===== src/rtl/systolic_ctrl_pkg.sv =====
// Shared types and defaults for the systolic tile row sequencer.
package systolic_ctrl_pkg;

  typedef enum logic [2:0] {
    ST_IDLE,
    ST_LOAD_W,
    ST_GAP,
    ST_COMPUTE,
    ST_DRAIN,
    ST_DONE
  } ctrl_state_e;

  localparam int VEC_W_DEFAULT = 16;

  // Skew of a weight-stationary array: first result leaves the bottom-right PE after rows+cols-1 cycles.
  function automatic int calc_lat(input int rows, input int cols);
    return rows + cols - 1;
  endfunction

endpackage


===== src/rtl/valid_delay_line.sv =====
// Fixed-depth shift register that tracks result flags through the array skew.
module valid_delay_line #(
  parameter int DEPTH = 7,
  parameter int WIDTH = 2
) (
  input  logic             clk,
  input  logic             rst,
  input  logic [WIDTH-1:0] din,
  output logic [WIDTH-1:0] dout
);

  logic [WIDTH-1:0] stages [DEPTH];

  always_ff @(posedge clk) begin
    if (rst) begin
      for (int i = 0; i < DEPTH; i++) stages[i] <= '0;
    end else begin
      stages[0] <= din;
      for (int i = 1; i < DEPTH; i++) stages[i] <= stages[i-1];
    end
  end

  assign dout = stages[DEPTH-1];

endmodule


===== src/rtl/systolic_row_ctrl.sv =====
// Tile job sequencer: weight preload, activation injection, drain, and result-valid tracking.
module systolic_row_ctrl
  import systolic_ctrl_pkg::*;
#(
  parameter int ROWS  = 11,
  parameter int COLS  = 11,
  parameter int LAT   = calc_lat(ROWS, COLS),
  parameter int VEC_W = VEC_W_DEFAULT
) (
  input  logic             clk,
  input  logic             rst,
  input  logic             start,
  input  logic [VEC_W-1:0] num_vec,
  input  logic             w_valid,
  output logic             w_ready,
  input  logic             a_valid,
  output logic             a_ready,
  output logic             w_en,
  output logic             w_compute,
  output logic             a_bubble,
  output logic             out_valid,
  output logic             out_last,
  output logic             busy,
  output logic             done
);

  localparam int WCNT_W = $clog2(ROWS + 1);
  localparam int DCNT_W = $clog2(LAT + 1);
  localparam logic [WCNT_W-1:0] W_LAST     = WCNT_W'(ROWS - 1);
  localparam logic [DCNT_W-1:0] DRAIN_LAST = DCNT_W'(LAT - 1);

  ctrl_state_e        state, next_state;
  logic [WCNT_W-1:0]  w_cnt;
  logic [VEC_W-1:0]   vec_cnt;
  logic [VEC_W-1:0]   num_vec_q;
  logic [DCNT_W-1:0]  drain_cnt;
  logic               accept;
  logic               last_vec;

  assign accept   = (state == ST_COMPUTE) && a_valid;
  // Compare against num_vec-1 so an all-ones count finishes without the counter wrapping.
  assign last_vec = (vec_cnt == (num_vec_q - VEC_W'(1)));

  always_ff @(posedge clk) begin
    if (rst) begin
      state     <= ST_IDLE;
      w_cnt     <= '0;
      vec_cnt   <= '0;
      num_vec_q <= '0;
      drain_cnt <= '0;
    end else begin
      state <= next_state;
      case (state)
        ST_IDLE: begin
          w_cnt     <= '0;
          vec_cnt   <= '0;
          drain_cnt <= '0;
          if (start && (num_vec != '0)) num_vec_q <= num_vec;
        end
        ST_LOAD_W:  if (w_valid) w_cnt <= w_cnt + WCNT_W'(1);
        ST_COMPUTE: if (accept) vec_cnt <= vec_cnt + VEC_W'(1);
        ST_DRAIN:   drain_cnt <= drain_cnt + DCNT_W'(1);
        default: ;
      endcase
    end
  end

  always_comb begin
    next_state = state;
    w_ready    = 1'b0;
    w_en       = 1'b0;
    w_compute  = 1'b0;
    a_ready    = 1'b0;
    a_bubble   = 1'b0;
    case (state)
      ST_IDLE: begin
        if (start) next_state = (num_vec == '0) ? ST_DONE : ST_LOAD_W;
      end
      ST_LOAD_W: begin
        w_ready = 1'b1;
        w_en    = w_valid;
        if (w_valid && (w_cnt == W_LAST)) next_state = ST_GAP;
      end
      ST_GAP: next_state = ST_COMPUTE;
      ST_COMPUTE: begin
        // The array keeps moving every cycle; a missing activation is replaced by a zero.
        w_compute = 1'b1;
        a_ready   = 1'b1;
        a_bubble  = !a_valid;
        if (accept && last_vec) next_state = ST_DRAIN;
      end
      ST_DRAIN: begin
        w_compute = 1'b1;
        a_bubble  = 1'b1;
        if (drain_cnt == DRAIN_LAST) next_state = ST_DONE;
      end
      ST_DONE: next_state = ST_IDLE;
      default: next_state = ST_IDLE;
    endcase
  end

  assign busy = (state != ST_IDLE);
  assign done = (state == ST_DONE);

  valid_delay_line #(
    .DEPTH (LAT),
    .WIDTH (2)
  ) u_valid_delay (
    .clk  (clk),
    .rst  (rst),
    .din  ({accept, accept && last_vec}),
    .dout ({out_valid, out_last})
  );

endmodule


===== config.mk =====
export PLATFORM = sky130hd
export DESIGN_NAME = systolic_row_ctrl
export DESIGN_NICKNAME = d
export VERILOG_FILES = /design/src/rtl/systolic_ctrl_pkg.sv /design/src/rtl/valid_delay_line.sv /design/src/rtl/systolic_row_ctrl.sv
export SDC_FILE = /design/constraint.sdc
export NUM_CORES = 1
export LEC_CHECK = 0
export ABC_AREA = 1
export CORE_MARGIN = 3
export CORE_UTILIZATION = 55
export CTS_CLUSTER_SIZE = 30
export DETAILED_ROUTE_END_ITERATION = 8
export PLACE_DENSITY = 0.81
export SYNTH_ARGS = -nofsm -noshare
export SYNTH_HDL_FRONTEND = slang
export SYNTH_SLANG_ARGS = --single-unit

===== constraint.sdc =====
create_clock -name clk -period 4 [get_ports clk]
set_input_delay 1 -clock clk [delete_from_list [all_inputs] [get_ports clk]]
set_output_delay 1 -clock clk [all_outputs]
set_load 0.02 [all_outputs]

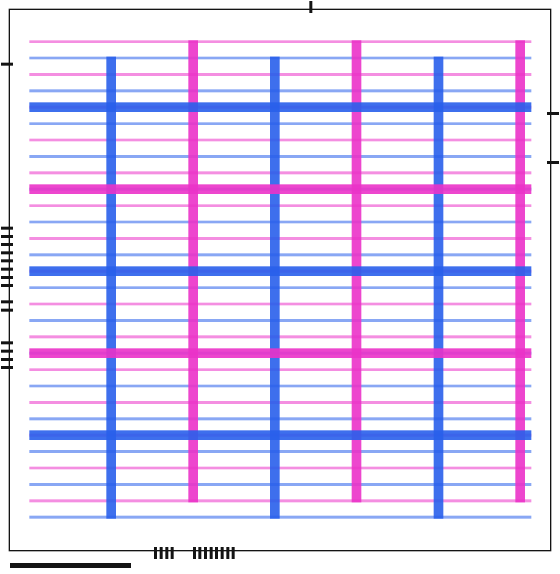
**Above:** floorplan with the power grid.
The bar under the picture is 20 um long. Pins as bars on the die edge.
VSS -> blue
VDD -> magenta
met4 straps = 6
met5 straps = 5
met1 rails = 30
Core ar.: 6570 um^2
die extent in y: 89.6 um
Max IR drop VDD: 310 uV

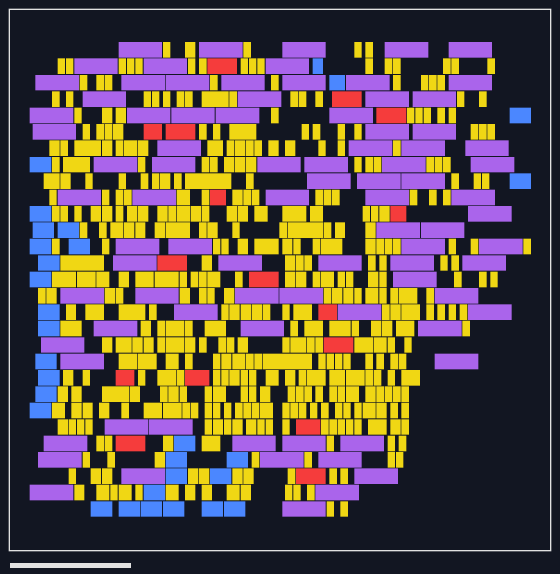
**Above:** cell classes on the final placement.
The bar under the picture is 20 um long.
other buffers and delay cells -> blue  # cells 30
all other logic -> yellow  # cells 427
flip-flops -> purple  # cells 86
clock drivers and dummy loads -> red  # cells 16

==> reports/summary.txt <==
TritonCTS clock tree = yes
hpwl dp = 5910 um
CP arrival = 2.40 ns
Seq/total area = 39.2%
Max Clock Freq = 0.294 GHz
final hold viol count = 0
Setup Fix Bufs, Post-CTS = 0
Placed Cells = 636
FF/Latch Area = 1720 um^2
Pre-Place Util = 58.5%
Hold-fix buffers, CTS = 0
synthesized cell area = 3840 um^2
cell count of the worst reg-to-reg path = 7
full die area = 8020 um^2
Synth Warn # = 0
area fraction in mux cells = 0%
ys flops = 86
final total power = 1.99 mW
sequential power = 0.933 mW
met2 WL post-DR = 3860 um
setup violators final = 0
post-synthesis average cell area = 7.33 um^2
clk pwr = 0.591 mW
status = completed
WS Path Type = reg -> out
Min-Delay Path Depth = 2
clk_lat worst skew = 0.37 ns
Pint = 1.30 mW
flop2flop setup slack = 1.76 ns
clock share of power = 29.7%
fraction of layout cells with a size suffix above 1 = 6.44%
Layout Cells excl Fill = 652
Final ANT Viol Nets = 0
H-tree depth = 3
Boundary Pins = 30
logic area = 1740 um^2
GRT Total Usage = 21.8%
Area Overhead vs Synth = 14.4%
Worst Path Required = 3.00 ns
total tool warning count = 28
# Cells Yosys = 524
routing usage on met3 = 5.57%
RSZ-0062 raised after global routing = false
routed vias = 3332
Main power group = registers
vias in the first global route = 3085
Filler cells = 554
First-pass DRT Iterations = 5
ys async rst share = 0%
simple share = 30.3%
clkbuf count = 9
min Tclk post-route = 3.40 ns
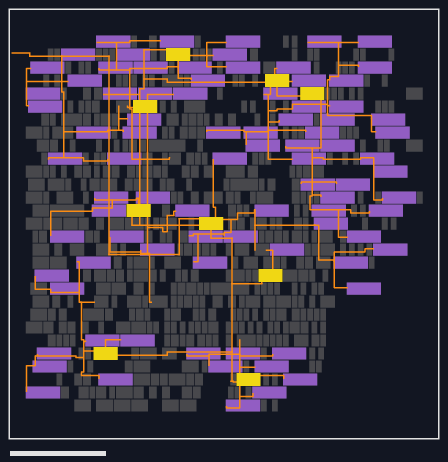
**Above:** clock distribution.
The bar under the picture is 20 um long.
clock wires -> orange  # length 1000 um
flip-flops -> purple  # count 86
cells driving clock nets -> yellow  # count 9
flops lie = widely spread

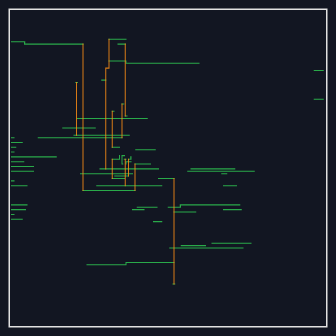
**Above:** wiring by layer.
Only two layers are drawn.
met4 -> orange  # wire length 189 um
met3 -> green  # wire length 422 um
Total Routed Length: 8070 um
WL/cell: 12.4 um

==> worst paths after layout <==
path,from,to
worst max register to register,state[0],num_vec_q[13]
worst min-delay path,u_valid_delay.stages[0][7],u_valid_delay.stages[1][1]
worst max-delay path,state[0],w_compute
worst min register to register,u_valid_delay.stages[0][7],u_valid_delay.stages[1][1]
==> state kept, by name, indices dropped and copies added (netlist names) <==
signal	count
u_valid_delay.stages	42
w_cnt	4
num_vec_q	16
drain_cnt	5
state	3
vec_cnt	16
==> worst max-delay path, cell delays in order (launching register included) <==
cell and delay (ns):
dfxtp_1 0.35, nor2_1 0.31, inv_1 0.23, nor2_1 0.26, inv_1 0.15, nand2_1 0.12, clkdlybuf4s50_1 0.61
Power and IR drop assume default switching activity.
